`src/rtl/dmem_uart_tx.sv`:
```
// dmem_uart_tx: memory-mapped 8N1 UART transmitter on the data-memory bus.
// Stores into the 16-byte register window push bytes into a small TX FIFO.
// A serializer drains the FIFO onto o_tx, least significant bit first.
`timescale 1ns/1ps
module dmem_uart_tx #(
  parameter int                           P_DATA_WIDTH      = 32,
  parameter int                           P_DMEM_ADDR_WIDTH = 11,
  parameter logic [P_DMEM_ADDR_WIDTH-1:0] P_BASE_ADDR       = 11'h7F0,
  parameter int                           P_FIFO_DEPTH      = 4,
  parameter logic [15:0]                  P_BAUD_DIV_RST    = 16'd433
) (
  input  logic                         i_clk,
  input  logic                         i_rst,
  input  logic                         i_we,
  input  logic [P_DMEM_ADDR_WIDTH-1:0] i_addr,
  input  logic [P_DATA_WIDTH-1:0]      i_wdata,
  input  logic [2:0]                   i_f3,
  output logic                         o_hit,
  output logic [P_DATA_WIDTH-1:0]      o_rdata,
  output logic                         o_tx,
  output logic                         o_busy
);

  localparam int AW = P_DMEM_ADDR_WIDTH;
  localparam int PW = $clog2(P_FIFO_DEPTH);
  localparam int CW = PW + 1;

  typedef enum logic [1:0] {S_IDLE, S_START, S_DATA, S_STOP} state_t;

  // Register window decode
  logic [1:0]    reg_idx;
  logic          wr_en;
  logic          push;
  logic          push_ok;
  logic          pop;
  logic          full;
  logic          empty;
  logic          bit_end;

  // FIFO storage and bookkeeping
  logic [7:0]    mem [P_FIFO_DEPTH];
  logic [PW-1:0] wr_ptr;
  logic [PW-1:0] rd_ptr;
  logic [CW-1:0] count;
  logic [7:0]    head;

  // Control registers
  logic          overflow;
  logic [15:0]   baud_div;

  // Serializer
  state_t        state;
  logic [15:0]   bit_cnt;
  logic [15:0]   baud_lat;
  logic [7:0]    shift;
  logic [2:0]    bit_idx;
  logic          tx_q;

  // Byte-lane address bits and upper store data carry no meaning here.
  logic          unused_bits;
  assign unused_bits = ^{i_addr[1:0], i_wdata[P_DATA_WIDTH-1:16]};

  assign o_hit   = (i_addr[AW-1:4] == P_BASE_ADDR[AW-1:4]);
  assign reg_idx = i_addr[3:2];
  assign wr_en   = i_we & o_hit;
  assign push    = wr_en && (reg_idx == 2'd0);

  assign empty   = (count == '0);
  assign full    = (count == CW'(P_FIFO_DEPTH));
  assign head    = mem[rd_ptr];
  assign bit_end = (bit_cnt == 16'd0);

  // The serializer takes a byte when idle, or at the very end of a stop bit.
  assign pop     = !empty && ((state == S_IDLE) || ((state == S_STOP) && bit_end));
  // A full FIFO still accepts a byte when a pop frees a slot in the same cycle.
  assign push_ok = push && (!full || pop);

  assign o_tx    = tx_q;
  assign o_busy  = (state != S_IDLE) || !empty;

  // FIFO pointers, occupancy and the sticky overflow flag
  // NOTE: clocked state uses non-blocking (<=) so every register samples pre-edge values.
  always_ff @(posedge i_clk or posedge i_rst) begin
    if (i_rst) begin
      wr_ptr   <= '0;
      rd_ptr   <= '0;
      count    <= '0;
      overflow <= 1'b0;
    end else begin
      if (push_ok) wr_ptr <= wr_ptr + PW'(1);
      if (pop)     rd_ptr <= rd_ptr + PW'(1);
      case ({push_ok, pop})
        2'b10:   count <= count + CW'(1);
        2'b01:   count <= count - CW'(1);
        default: count <= count;
      endcase
      if (push && full && !pop)
        overflow <= 1'b1;
      else if (wr_en && (reg_idx == 2'd1) && i_wdata[3])
        overflow <= 1'b0;
    end
  end

  // FIFO data storage
  // NOTE: the data array is deliberately not reset; count/pointers alone decide what is valid.
  always_ff @(posedge i_clk) begin
    if (push_ok) mem[wr_ptr] <= i_wdata[7:0];
  end

  // BAUDDIV register; a byte store only replaces the low byte
  always_ff @(posedge i_clk or posedge i_rst) begin
    if (i_rst) begin
      baud_div <= P_BAUD_DIV_RST;
    end else if (wr_en && (reg_idx == 2'd2)) begin
      if (i_f3 == 3'b000) baud_div[7:0] <= i_wdata[7:0];
      else                baud_div      <= i_wdata[15:0];
    end
  end

  // Read mux, zero outside the window and for write-only/reserved slots
  // NOTE: o_rdata gets a default before the case so no path leaves it unassigned (no latch).
  always_comb begin
    o_rdata = '0;
    if (o_hit) begin
      case (reg_idx)
        2'd1:    o_rdata = P_DATA_WIDTH'({4'(count), overflow, o_busy, empty, full});
        2'd2:    o_rdata = P_DATA_WIDTH'(baud_div);
        default: o_rdata = '0;
      endcase
    end
  end

  // Frame serializer; o_tx is registered and trails the state by one clock
  always_ff @(posedge i_clk or posedge i_rst) begin
    if (i_rst) begin
      state    <= S_IDLE;
      tx_q     <= 1'b1;
      bit_cnt  <= '0;
      baud_lat <= '0;
      shift    <= '0;
      bit_idx  <= '0;
    end else begin
      case (state)
        S_IDLE: begin
          tx_q <= 1'b1;
          if (pop) begin
            shift    <= head;
            bit_cnt  <= baud_div;
            baud_lat <= baud_div;
            state    <= S_START;
          end
        end
        S_START: begin
          tx_q <= 1'b0;
          if (bit_end) begin
            bit_cnt <= baud_lat;
            bit_idx <= '0;
            state   <= S_DATA;
          end else begin
            bit_cnt <= bit_cnt - 16'd1;
          end
        end
        S_DATA: begin
          tx_q <= shift[0];
          if (bit_end) begin
            bit_cnt <= baud_lat;
            shift   <= {1'b0, shift[7:1]};
            if (bit_idx == 3'd7) state   <= S_STOP;
            else                 bit_idx <= bit_idx + 3'd1;
          end else begin
            bit_cnt <= bit_cnt - 16'd1;
          end
        end
        S_STOP: begin
          tx_q <= 1'b1;
          if (bit_end) begin
            if (pop) begin
              shift    <= head;
              bit_cnt  <= baud_div;
              baud_lat <= baud_div;
              state    <= S_START;
            end else begin
              state <= S_IDLE;
            end
          end else begin
            bit_cnt <= bit_cnt - 16'd1;
          end
        end
        default: state <= S_IDLE;
      endcase
    end
  end

endmodule
```
`config.mk`:
```
export PLATFORM = sky130hd
export DESIGN_NAME = dmem_uart_tx
export DESIGN_NICKNAME = d
export VERILOG_FILES = /design/src/rtl/dmem_uart_tx.sv
export SDC_FILE = /design/constraint.sdc
export NUM_CORES = 1
export LEC_CHECK = 0
export CORE_MARGIN = 2
export CORE_UTILIZATION = 54
export DETAILED_ROUTE_END_ITERATION = 7
export PLACE_DENSITY = 0.91
export SYNTH_ARGS = -nofsm -noshare
export SYNTH_HDL_FRONTEND = slang
export SYNTH_SLANG_ARGS = --single-unit
```
`constraint.sdc`:
```
create_clock -name i_clk -period 3.3 [get_ports i_clk]
set_input_delay 0.33 -clock i_clk [delete_from_list [all_inputs] [get_ports i_clk]]
set_output_delay 0.33 -clock i_clk [all_outputs]
set_load 0.02 [all_outputs]
```
==> qor.csv, run 1 <==
metric;value;unit
dpl_cell_area;0.00603;mm2
grt_pass1_vias;3943;
fill_cells;736;
final.period_utilization;86.7;%
grt_use_total;22.9;%
grt.busiest_layer;met2;
powerDensity;801;mW/mm2
layout.nets;561;
synth_warnings;0;
relSlewSlack;38.4;%
required;3560;ps
met3WireLength;996;um
hold_ws;179;ps
fin_ws;439;ps
worstRegToRegCells;7;
syn-cell-area;0.00546;mm2
adder_share;4.03;%
largest_register_ffs;32;
place_inst;617;
multi_input_comb_cells;304;
antenna_left;0;
aoi_share;9.21;%
mux_share;16.5;%
cts_htree_levels;3;
ys_sh_simple;12.5;%
cp_num_buf_inv;0;
ir_worst_vdd;0.355;mV
grt_max_degree;59;
grt_util_met3;5.61;%
syn_area_per_cell;12.3;um2
pin_count;84;
clk_path_buf_depth;2;
die_area;0.0109;mm2
finalInstanceArea;0.00623;mm2
totalWireLength;12.2;mm
regMostFlops;mem;
synth_stat.cells;445;
leakagePower;2.56;nW
yosys.area.top_type;dfrtp_1;
grt_pass1_wl;19.7;mm
r2r_end;count[2];
flops;102;
cp-end-kind;register;
antenna_found_initial;0;
p_int;2.96;mW
synth-main-ff-cell;dfrtp_1;
status;finished, final reports clean;
clkSinkCount;102;
first_pass_iters;7;
cts_root_buffer;clkbuf_8;
p_comb;2.34;mW
dr_wl_met2;6.02;mm
start_kind;register;
comb_area;0.00250;mm2
synth_top_area_share;29.3;%
path_depth;7;
critPathLaunch;bit_cnt[10];
yosys-stat-area;0.00546;mm2
fp-utilization;55.9;%
edf_count;32;
powerClk;817;uW
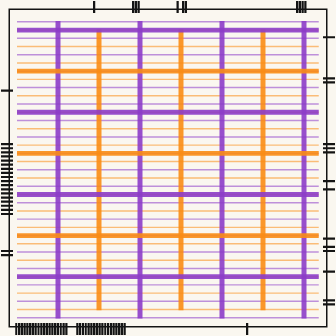
Fig. 1. Supply network (run 1).
Pins as bars on the die edge.
VDD: drawn in orange. VSS: drawn in purple.
84 signal pins sit on the boundary. 37 met1 rails follow the rows. The core has 36 rows. 7 straps on met5. 7 straps on met4.
core area: 0.00977 mm2
Die Width: 105 um

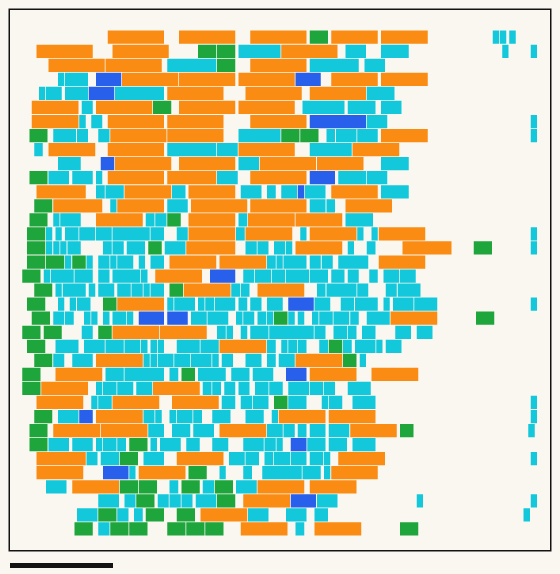
Fig. 2. Cells coloured by class (run 1).
Scale bar: 20 um.
remaining buffers and delay cells: drawn in green, cells 61. clock drivers and dummy loads: drawn in blue, cells 16. combinational and other logic: drawn in cyan, cells 321. sequential cells: drawn in orange, cells 102.
cell row count: 36
post-layout util: 63.8%

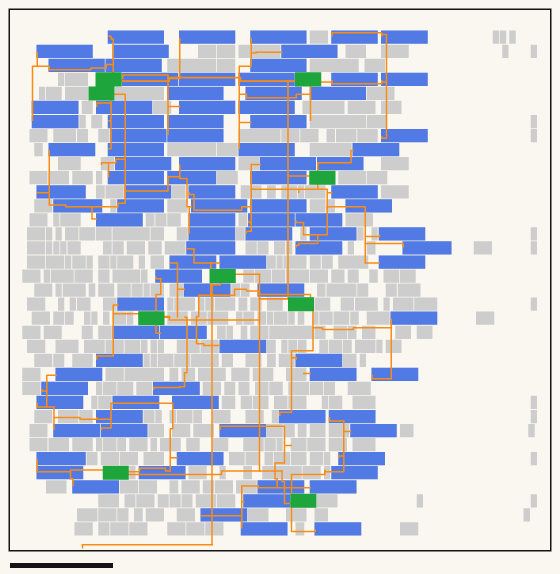
Fig. 3. Clock network drawn from the DEF (run 1).
Scale bar: 20 um.
clock drivers: drawn in green, count 9. clock wires: drawn in orange, length 1100 um. flip-flops: drawn in blue, count 102.
There are 10 routed clock nets.

Fig. 4: run 1, routed metal, one colour a layer
Two of the layers only.
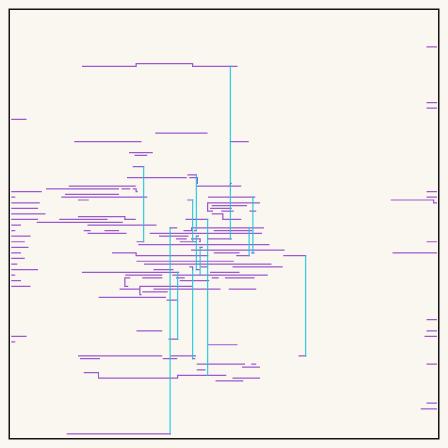

==> run 2, diff against run 1 <==
Settings changed: CORE_UTILIZATION 54 to 56, CTS_BUF_LIST from default to sky130_fd_sc_hd__clkbuf_2, PLACE_DENSITY 0.91 to 0.93.
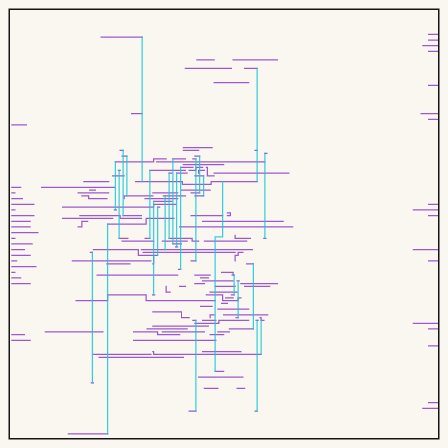
Fig. 5. Routed metal, one colour a layer (run 2).
Two of the layers only.
metal 4: drawn in cyan, wire length 525 um. metal 3: drawn in purple, wire length 1030 um.

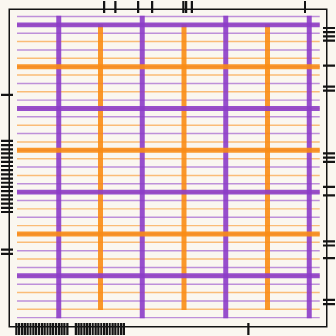
Fig. 6. Supply network (run 2).
Pins as bars on the die edge.
VSS: drawn in purple. VDD: drawn in orange.
7 straps on met5. The core has 36 rows. 7 straps on met4.

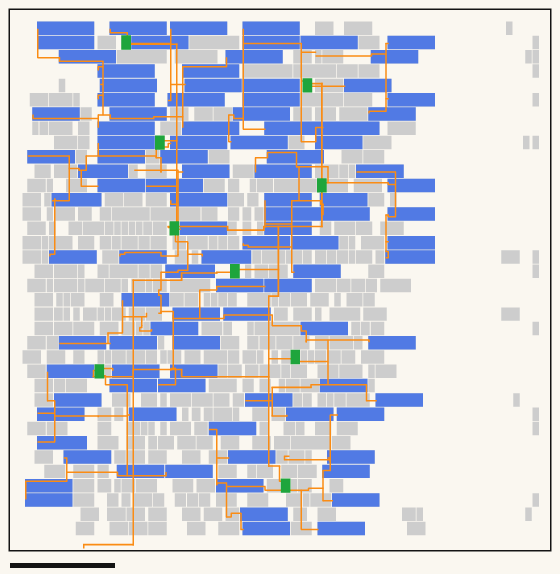
Fig. 7. Clock network drawn from the DEF (run 2).
Scale bar: 20 um.
flip-flops: drawn in blue, count 102. clock drivers: drawn in green, count 9. clock wires: drawn in orange, length 1140 um.
There are 10 routed clock nets.
clock share of power: 11.4%
P_clk: 539 uW
clock skew: 31.7 ps
clk_lat worst skew: 620 ps

==> run 2 against run 1 <==
The run now ends with design-rule violations left. Synthesized cell count is the same. Wire length rose by 3.5%. Critical path depth fell by 1. Worst setup slack got worse by 140 ps. Final cell count grew 0.32%. Global-route usage grew 2.5 points. First-iteration DRC count increased by 24%. Critical endpoint is now o_rdata[2].
==> qor.csv, run 2 <==
metric;value;unit
status;complete, but fails checks;
violations;design-rule violations;
async_reset_ff_share;68.6;%
layout.nets;563;
worst_pin_slew;1080;ps
dr_wl_met2;6.05;mm
cts_tree;yes;
ys_sh_simple;12.5;%
adder_share;4.03;%
place_ws;367;ps
first_pass_iters;8;
path_depth;6;
p_int;2.70;mW
finalInstanceArea;0.00614;mm2
wl_met1;4.96;mm
clkCellAreaFrac;1.49;%
syn2layout_area_growth;12.4;%
crit_end;o_rdata[2];
comb_area;0.00250;mm2
die_area;0.0106;mm2
cts_resized;0;
leakagePower;2.53;nW
power_leader;combinational logic;
die_w;103;um
p_sw;2.04;mW
fin_setup_tns;0;ps
synth-seq-cells;102;
nonClockInverterCount;17;
finalCriticalPeriod;3000;ps
tool_warnings;54;
setup_viol_count_final;0;
powerSeq;1.84;mW
seqCellArea;0.00272;mm2
top_layer;met4;
finalPower;4.74;mW
syn_area_per_cell;12.3;um2
antenna_left;0;
drc_errors;3;
mux_share;16.5;%
start_kind;register;
cp-end-kind;output pin;
met3WireLength;1.03;mm
sh_comb_area;40.7;%
cts_buffers;9;
regMostFlops;mem;
clock_buffers;9;
edf_count;32;
n_all_buffers;63;
hold_class;input port to async pin;
critPathTopFamily;buffers and inverters;
clk_path_buf_depth;2;
io_buffers;49;
grt_pass1_vias;3812;
maxCapViolCount;0;
yosys.area.top_type;dfrtp_1;
worstRegToRegCells;8;
gp_congestion;0.947;
path_max_fanout;6;
fin_ws;298;ps
syn_inst;445;
clkSinkCount;102;
vias;3961;
cp_num_buf_inv;2;
totalWireLength;12.6;mm
critical_path_arrival;2670;ps
layout_top_cell;dfrtp_1;
area_leaders;dfrtp_1 (29%), edfxtp_1 (18%), mux2_2 (7.2%);
flops;102;
synth_stat.cells;445;
pin_count;84;
num_rows;36;
final.period_utilization;91.0;%
cts_htree_levels;3;
synth_dominant_cell_count;dfrtp_1;
multi_input_comb_cells;304;
num_tap_cells;133;
timing.fmax;333;MHz
seq_power_share;38.8;%
ys_seq_share;49.8;%
place_inst;619;
syn-cell-area;0.00546;mm2
yosys-stat-area;0.00546;mm2
fin_cells;635;
largest_class;flip-flops and latches;
aoi_share;9.21;%
ir_worst_vdd;0.401;mV
largest_register_ffs;32;
die_h;103;um
layout_top_cells;dfrtp_1 (64), clkdlybuf4s50_1 (49), mux2_2 (35);
critPathLaunch;state[0];
grt_max_degree;71;
crit_slowest_cell;clkdlybuf4s50_1;
hold_ws;229;ps
dp_hpwl;8.81;mm
final-max-slew-violation-count;0;
post_cts_buffers;0;
fill_cells;697;
via_per_inst;6.24;
grt_pass1_wl;20.3;mm
diodes;0;
grt.busiest_layer;met2;
logic_family;multiplexers;
dpl_cell_area;0.00605;mm2
ys_types;69;
fp-utilization;56.6;%
synth-main-ff-cell;dfrtp_1;
cts_root_buffer;clkbuf_2;
r2r_end;count[2];
relSlewSlack;27.9;%
switching_share;43.0;%
wl_per_cell;19.8;um
crit_chain;inv_1 -> ha_1 -> nand2_1 -> a22oi_1 -> nor2_1 -> clkdlybuf4s50_1;
clk_pin_slew_worst_paths;280;ps
synth_top_area_share;29.3;%
gr-usage-met2;40.3;%
synthTopCellsByCount;dfrtp_1 (64), mux2_2 (35), edfxtp_1 (32);
synth_warnings;0;
grt_overflow;0;
synthXorXnorAreaFrac;2.41;%
r2r-start;state[1];
seq-cell-share;44.3;%
critPathMaxStageDelay;540;ps
post-route-util;63.7;%
bufAreaShareNonClock;9.70;%
rsz0062_at_grt;no;
rrSetupSlack;460;ps
final_hold_viol_count;0;
hold_buffers;0;
powerDensity;773;mW/mm2
grt_use_total;25.4;%
drive_gt1_share;19.1;%
pwr-share-comb;49.9;%
grt_util_met3;4.20;%
required;2970;ps
first_iter_violations;586;
grt_util_met1;34.0;%
coreArea;0.00964;mm2
antenna_found_initial;0;
p_comb;2.37;mW
critPathKind;register to output pin;
No activity file was given, so power comes from the tool's default toggle rates.
